--- src/rtl/lc3b_mem_responder_if.sv ---
// LC-3b memory bus: CPU-side master drives request strobes, memory-side slave
// returns read data plus completion/error pulses.
interface lc3b_mem_responder_if;
  logic        mem_read;
  logic        mem_write;
  logic [1:0]  mem_byte_enable;
  logic [15:0] mem_address;
  logic [15:0] mem_wdata;
  logic [15:0] mem_rdata;
  logic        mem_resp;
  logic        mem_err;

  modport master (
    output mem_read, mem_write, mem_byte_enable, mem_address, mem_wdata,
    input  mem_rdata, mem_resp, mem_err
  );

  modport slave (
    input  mem_read, mem_write, mem_byte_enable, mem_address, mem_wdata,
    output mem_rdata, mem_resp, mem_err
  );
endinterface

--- src/rtl/lc3b_mem_responder.sv ---
// Fixed-latency word-organised RAM responder for the LC-3b memory interface.
// A request is latched in IDLE, counted down in BUSY, and completed with a
// single-cycle mem_resp in RESP. The RAM write and read-data capture both
// happen on the edge that enters RESP.
module lc3b_mem_responder #(
  parameter int DEPTH_WORDS = 256,
  parameter int LATENCY     = 3
) (
  input  logic                   clk,
  input  logic                   rst_n,
  lc3b_mem_responder_if.slave    bus
);
  localparam int AW = (DEPTH_WORDS > 1) ? $clog2(DEPTH_WORDS) : 1;
  localparam int CW = (LATENCY > 2) ? $clog2(LATENCY) : 1;
  localparam logic [15:0] DEPTH16 = 16'(DEPTH_WORDS);

  typedef enum logic [1:0] {IDLE, BUSY, RESP} state_t;

  state_t        state;
  logic [CW-1:0] cnt;
  logic          op_wr;
  logic [14:0]   word_q;
  logic [15:0]   wdata_q;
  logic [1:0]    be_q;

  logic [15:0]   ram [DEPTH_WORDS];

  logic          one_req, both_req;
  logic          cur_wr;
  logic [14:0]   cur_word;
  logic [15:0]   cur_wdata;
  logic [1:0]    cur_be;
  logic          in_range;
  logic [AW-1:0] ram_idx;
  logic          go_resp;
  logic          commit_wr;
  logic          unused_addr0;

  assign unused_addr0 = bus.mem_address[0];

  // In IDLE the live bus is the operand source (needed when LATENCY==1 jumps
  // straight to RESP); otherwise the latched request is used.
  always_comb begin
    one_req   = bus.mem_read ^ bus.mem_write;
    both_req  = bus.mem_read & bus.mem_write;
    cur_wr    = op_wr;
    cur_word  = word_q;
    cur_wdata = wdata_q;
    cur_be    = be_q;
    if (state == IDLE) begin
      cur_wr    = bus.mem_write;
      cur_word  = bus.mem_address[15:1];
      cur_wdata = bus.mem_wdata;
      cur_be    = bus.mem_byte_enable;
    end
    in_range  = ({1'b0, cur_word} < DEPTH16);
    ram_idx   = cur_word[AW-1:0];
    go_resp   = ((state == IDLE) && one_req && (LATENCY == 1)) ||
                ((state == BUSY) && (cnt == CW'(1)));
    commit_wr = rst_n && go_resp && cur_wr && in_range;
  end

  // Request FSM with registered resp/err/rdata outputs.
  always_ff @(posedge clk) begin
    if (!rst_n) begin
      state         <= IDLE;
      cnt           <= '0;
      op_wr         <= 1'b0;
      word_q        <= '0;
      wdata_q       <= '0;
      be_q          <= '0;
      bus.mem_resp  <= 1'b0;
      bus.mem_err   <= 1'b0;
      bus.mem_rdata <= 16'h0000;
    end else begin
      bus.mem_resp <= 1'b0;
      bus.mem_err  <= 1'b0;
      case (state)
        IDLE: begin
          if (both_req) begin
            // Conflicting strobes: flag and keep re-sampling.
            bus.mem_err <= 1'b1;
          end else if (one_req) begin
            op_wr   <= bus.mem_write;
            word_q  <= bus.mem_address[15:1];
            wdata_q <= bus.mem_wdata;
            be_q    <= bus.mem_byte_enable;
            cnt     <= CW'(LATENCY - 1);
            state   <= BUSY;
          end
        end
        BUSY:    if (cnt != CW'(1)) cnt <= cnt - CW'(1);
        RESP:    state <= IDLE;
        default: state <= IDLE;
      endcase
      // Entering RESP overrides the case above (covers LATENCY==1 from IDLE).
      if (go_resp) begin
        state        <= RESP;
        bus.mem_resp <= 1'b1;
        bus.mem_err  <= !in_range;
        if (!cur_wr) bus.mem_rdata <= in_range ? ram[ram_idx] : 16'h0000;
      end
    end
  end

  // RAM write on enabled byte lanes; storage itself is never reset.
  always_ff @(posedge clk) begin
    if (commit_wr) begin
      if (cur_be[1]) ram[ram_idx][15:8] <= cur_wdata[15:8];
      if (cur_be[0]) ram[ram_idx][7:0]  <= cur_wdata[7:0];
    end
  end
endmodule

--- src/flat_wrapper.sv ---
// flat-port wrapper written by rule: the top's interface ports become plain ports
module lc3b_mem_responder_flat 
#(
  parameter int DEPTH_WORDS = 256,
  parameter int LATENCY     = 3
)
  (clk, rst_n, bus_mem_read, bus_mem_write, bus_mem_byte_enable, bus_mem_address, bus_mem_wdata, bus_mem_rdata, bus_mem_resp, bus_mem_err);
  lc3b_mem_responder_if bus_i ();
  input  logic clk;
  input  logic rst_n;
  input wire logic [$bits(bus_i.mem_read)-1:0] bus_mem_read;
  input wire logic [$bits(bus_i.mem_write)-1:0] bus_mem_write;
  input wire logic [$bits(bus_i.mem_byte_enable)-1:0] bus_mem_byte_enable;
  input wire logic [$bits(bus_i.mem_address)-1:0] bus_mem_address;
  input wire logic [$bits(bus_i.mem_wdata)-1:0] bus_mem_wdata;
  output wire logic [$bits(bus_i.mem_rdata)-1:0] bus_mem_rdata;
  output wire logic [$bits(bus_i.mem_resp)-1:0] bus_mem_resp;
  output wire logic [$bits(bus_i.mem_err)-1:0] bus_mem_err;
  assign bus_i.mem_read = bus_mem_read;
  assign bus_i.mem_write = bus_mem_write;
  assign bus_i.mem_byte_enable = bus_mem_byte_enable;
  assign bus_i.mem_address = bus_mem_address;
  assign bus_i.mem_wdata = bus_mem_wdata;
  assign bus_mem_rdata = bus_i.mem_rdata;
  assign bus_mem_resp = bus_i.mem_resp;
  assign bus_mem_err = bus_i.mem_err;
  lc3b_mem_responder #(.DEPTH_WORDS(DEPTH_WORDS), .LATENCY(LATENCY)) u_core (.clk(clk), .rst_n(rst_n), .bus(bus_i));
endmodule
--- config.mk ---
export PLATFORM = sky130hd
export DESIGN_NAME = lc3b_mem_responder_flat
export DESIGN_NICKNAME = d
export VERILOG_FILES = /design/src/rtl/lc3b_mem_responder_if.sv /design/src/rtl/lc3b_mem_responder.sv /design/src/flat_wrapper.sv
export SDC_FILE = /design/constraint.sdc
export NUM_CORES = 2
export LEC_CHECK = 0
export CAP_MARGIN = 20
export CORE_MARGIN = 3
export CORE_UTILIZATION = 35
export DETAILED_ROUTE_END_ITERATION = 6
export PLACE_DENSITY = 0.48
export SLEW_MARGIN = 20
export SYNTH_ARGS = -nofsm -noshare
export SYNTH_HDL_FRONTEND = slang
export SYNTH_SLANG_ARGS = --single-unit
--- constraint.sdc ---
create_clock -name clk -period 5.53 [get_ports clk]
set_input_delay 1.659 -clock clk [delete_from_list [all_inputs] [get_ports clk]]
set_output_delay 1.659 -clock clk [all_outputs]
set_load 0.01 [all_outputs]
==> run_results.csv <==
group,metric,value,unit
floorplan,die_height,665.2,µm
clock_tree,post_cts_hold_buffer_count,0,
place,placed_cells,15450,
critical_path,endpoint_of_the_worst_slack_reg_to_reg_timing_path,"u_core.bus.mem_rdata[2]",
place,port_buffers,54,
layout,clkCellAreaFrac,7.274,%
logic_synthesis,synth-warning-count,0,
power_and_ir_drop,p_seq_share,50.5,%
grt,globalRouteOverflowTotal,0,
grt,global_route.peak_usage_layer,"met2",
timing,report.final.setup_viol,0,
power_and_ir_drop,pwr-share-comb,10.1,%
layout,final_layout_top_logic_cells,"4,096 x edfxtp_1, 1,925 x o22ai_1, 1,109 x buf_4, 875 x o21ai_0, 523 x nor2_1",
detailed_routing,wl_met2,231000,µm
timing,clock_period_minus_worst_slack,4.936,ns
detailed_routing,antenna_left,0,
logic_synthesis,synth-edff-count,4096,
layout,antenna-diode-count,5,
power_and_ir_drop,power.static_leakage,56.23,nW
timing,rsz0062_at_grt,"no",
detailed_routing,wl_met1,200700,µm
logic_synthesis,yosysCellCount,9132,
logic_synthesis,synth.cells.most_frequent,"4,096 x edfxtp_1, 1,925 x o22ai_1, 878 x o21ai_0",
detailed_routing,total_iterations_of_the_first_detailed_routing_run,7,
job,stage_log_warnings,42,
critical_path,reg2regPathDepth,13,
logic_synthesis,syn-num-nets,9172,
critical_path,worst-endpoint-required,6.44,ns
status,outcome,"finished, violations left",
layout,area_growth_syn_to_layout,19.29,%
clock_tree,root_buffer,"clkbuf_16",
critical_path,crit_path_end,"u_core.bus.mem_rdata[0]",
hold_path,min_delay_path_depth,2,
timing,relSlewSlack,24.17,%
logic_synthesis,netlist-cell-type-count,48,
critical_path,worstSetupPathType,"input pin to register",
timing,tightest_slew,1.130,ns
clock_tree,worstSkewPairLatency,0.98,ns
logic_synthesis,ys_sh_xor,0,%
critical_path,r2r_start,"u_core.state[1]",
job,max-cap-violations,0,
layout,number_of_clock_buffers_in_the_layout,520,
power_and_ir_drop,p_per_area,385.2,nW/µm²
logic_synthesis,ys_sh_adder,0.01645,%
layout,inverters,5,
detailed_routing,drc_errors,14,
layout,combinational_share_of_cell_area,13.92,%
power_and_ir_drop,p_int,52.89,mW
power_and_ir_drop,share_clk_of_total_power,39.4,%
floorplan,chip_area,442500,µm²
clock_tree,cts.sinks,4152,
layout,fin_util,42.02,%
detailed_routing,detail_route.iter0.violations,10400,
layout,layout-drive-gt1-share,18.06,%
layout,layoutNonFillerInstCount,16230,
timing,clock-skew-final,0.04706,ns
layout,seqAreaFraction,68.41,%
logic_synthesis,synth_compound_gate_area_share,13.97,%
floorplan,coreArea,431800,µm²
power_and_ir_drop,clk-power,27.5,mW
power_and_ir_drop,combinationalPower,7.08,mW
timing,final-hold-violation-count,0,
power_and_ir_drop,largestPowerGroup,"registers",
layout,buf_share,6.440,%
power_and_ir_drop,p_sw,17.00,mW
logic_synthesis,synth_seq_share,81.61,%
status,violations,"design-rule violations",
layout,n_all_buffers,1304,
critical_path,worstSetupEndpointType,"register",
floorplan,num_io_pins,56,
power_and_ir_drop,ir_drop,0.2704,mV
critical_path,worstSetupStartpointType,"input pin",
grt,grt_start_max_net_pins,119,
timing,maxClockFrequency,0.2026,GHz
logic_synthesis,netlist_instances,9132,
timing,layout_setup_ws,0.5943,ns
layout,num-nets-final,10200,
timing,hold_ws,0.4668,ns
critical_path,crit_fanout,19,
clock_tree,number_of_buffers_created_by_cts,419,
logic_synthesis,synthesized_cell_area,152100,µm²
logic_synthesis,yosys-stat-area,152100,µm²
logic_synthesis,simple_gate_area_share,2.180,%
logic_synthesis,topCellsByArea,"edfxtp_1 81%, o22ai_1 7.9%, o21ai_0 2.9%",
clock_tree,cts_post_setup_buffers_inserted,0,
timing,report.final.slew_viol_count,0,
clock_tree,cts.reportedPaths.clkPinSlew,0.06,ns
place,detailed_place_hpwl,297400,µm
logic_synthesis,synthesized_registers,4152,
logic_synthesis,flop_cell,"edfxtp_1",
timing,fin_crit_sh,89.25,%
layout,post_route_design_area,181400,µm²
logic_synthesis,multiplexer_area_fraction_after_synthesis,0.03537,%
clock_tree,htree_num_levels,5,
floorplan,core.rowCount,241,
logic_synthesis,yosys.area.top_type,"edfxtp_1",
detailed_routing,dr.max_layer_used,"met5",
floorplan,floorplan.die.width,665.2,µm
grt,total_global_route_track_usage,20.89,%
hold_path,hold_path_startpoint,"u_core.wdata_q[11]",
place,gp_routability_congestion,0.8478,
grt,first_global_vias,90750,
detailed_routing,wl_met3,31570,µm
layout,layout_top_cell_excl_fill_tap,"edfxtp_1",
power_and_ir_drop,sw_frac_of_total,24.32,%
logic_synthesis,post-synth-top-count-cell,"edfxtp_1",
layout,num-multi-input-gates,4279,
grt,use_met3,2.772,%
layout,area_used_by_multi_input_combinational_logic,25250,µm²
detailed_routing,wl_per_cell,29.44,µm
floorplan,tapCellCount,5710,
-- critical path, cell delays in order --
cell and delay (ns):
clkdlybuf4s50_1 0.64, buf_4 0.19, nand2b_1 0.18, mux2_8 0.44
buf_12 0.24, buf_4 0.22, o22ai_1 0.11, o21ai_0 0.40
nand4_1 0.34, a222oi_1 0.44, buf_4 0.20, nand4_1 0.31
o21ai_1 0.22, and2_1 0.13
-- registers in the layout, indices dropped and copies added, names as in the netlist --
signal,cells
u_core.wdata_q,16
u_core.word_q,15
u_core.bus.mem_rdata,16
u_core.cnt,2
u_core.bus.mem_resp,1
u_core.be_q,2
u_core.bus.mem_err,1
u_core.op_wr,1
u_core.state,2
u_core.ram,4096
ff_map.png
The bar under the picture is 200 µm long. Other sequential cells in the stronger gray, the rest of the logic in the fainter gray.
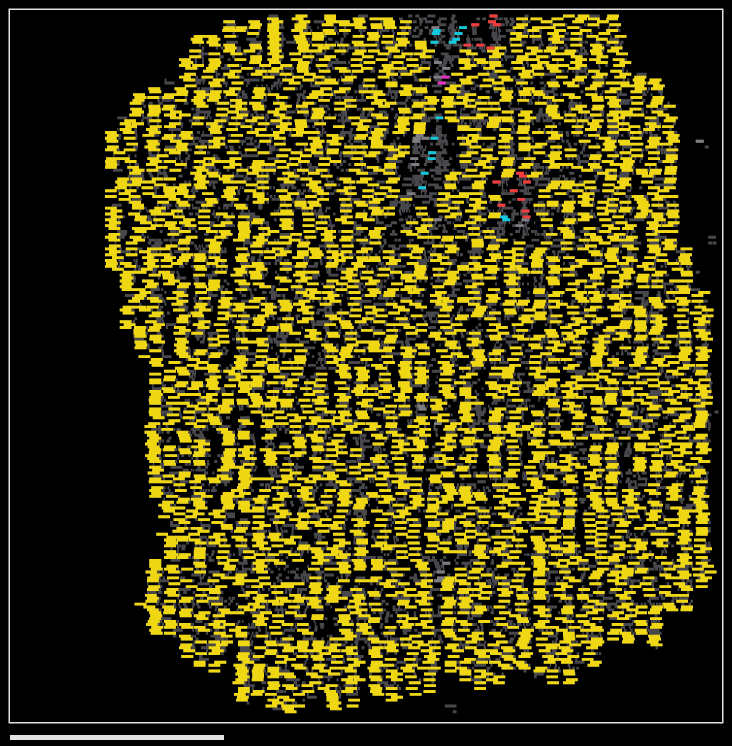
`u_core.ram`: in yellow, placed flops 4,096, where widely spread. `u_core.wdata_q`: in red, placed flops 16. `u_core.cnt`: in magenta, placed flops 2. `u_core.word_q`: in cyan, placed flops 15, where top center.
sequential-cell power consumption: 35.3 mW
Storage cell area: 124,100 µm²

m1.png
The bar under the picture is 200 µm long.
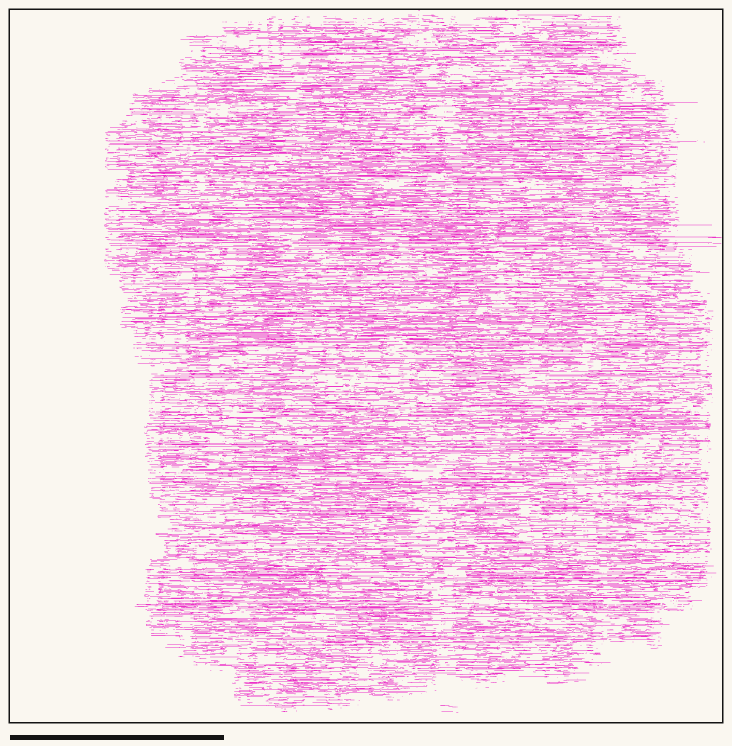
The layer carries 201 mm of wire. 9,926 nets have wire on it. The layer holds 42% of the routed length. The wires run mostly horizontal.
final routed wirelength across all metal layers: 477,700 µm
routed via count: 91,850
met1 Use GR: 28.77%

Power and IR drop assume default switching activity.
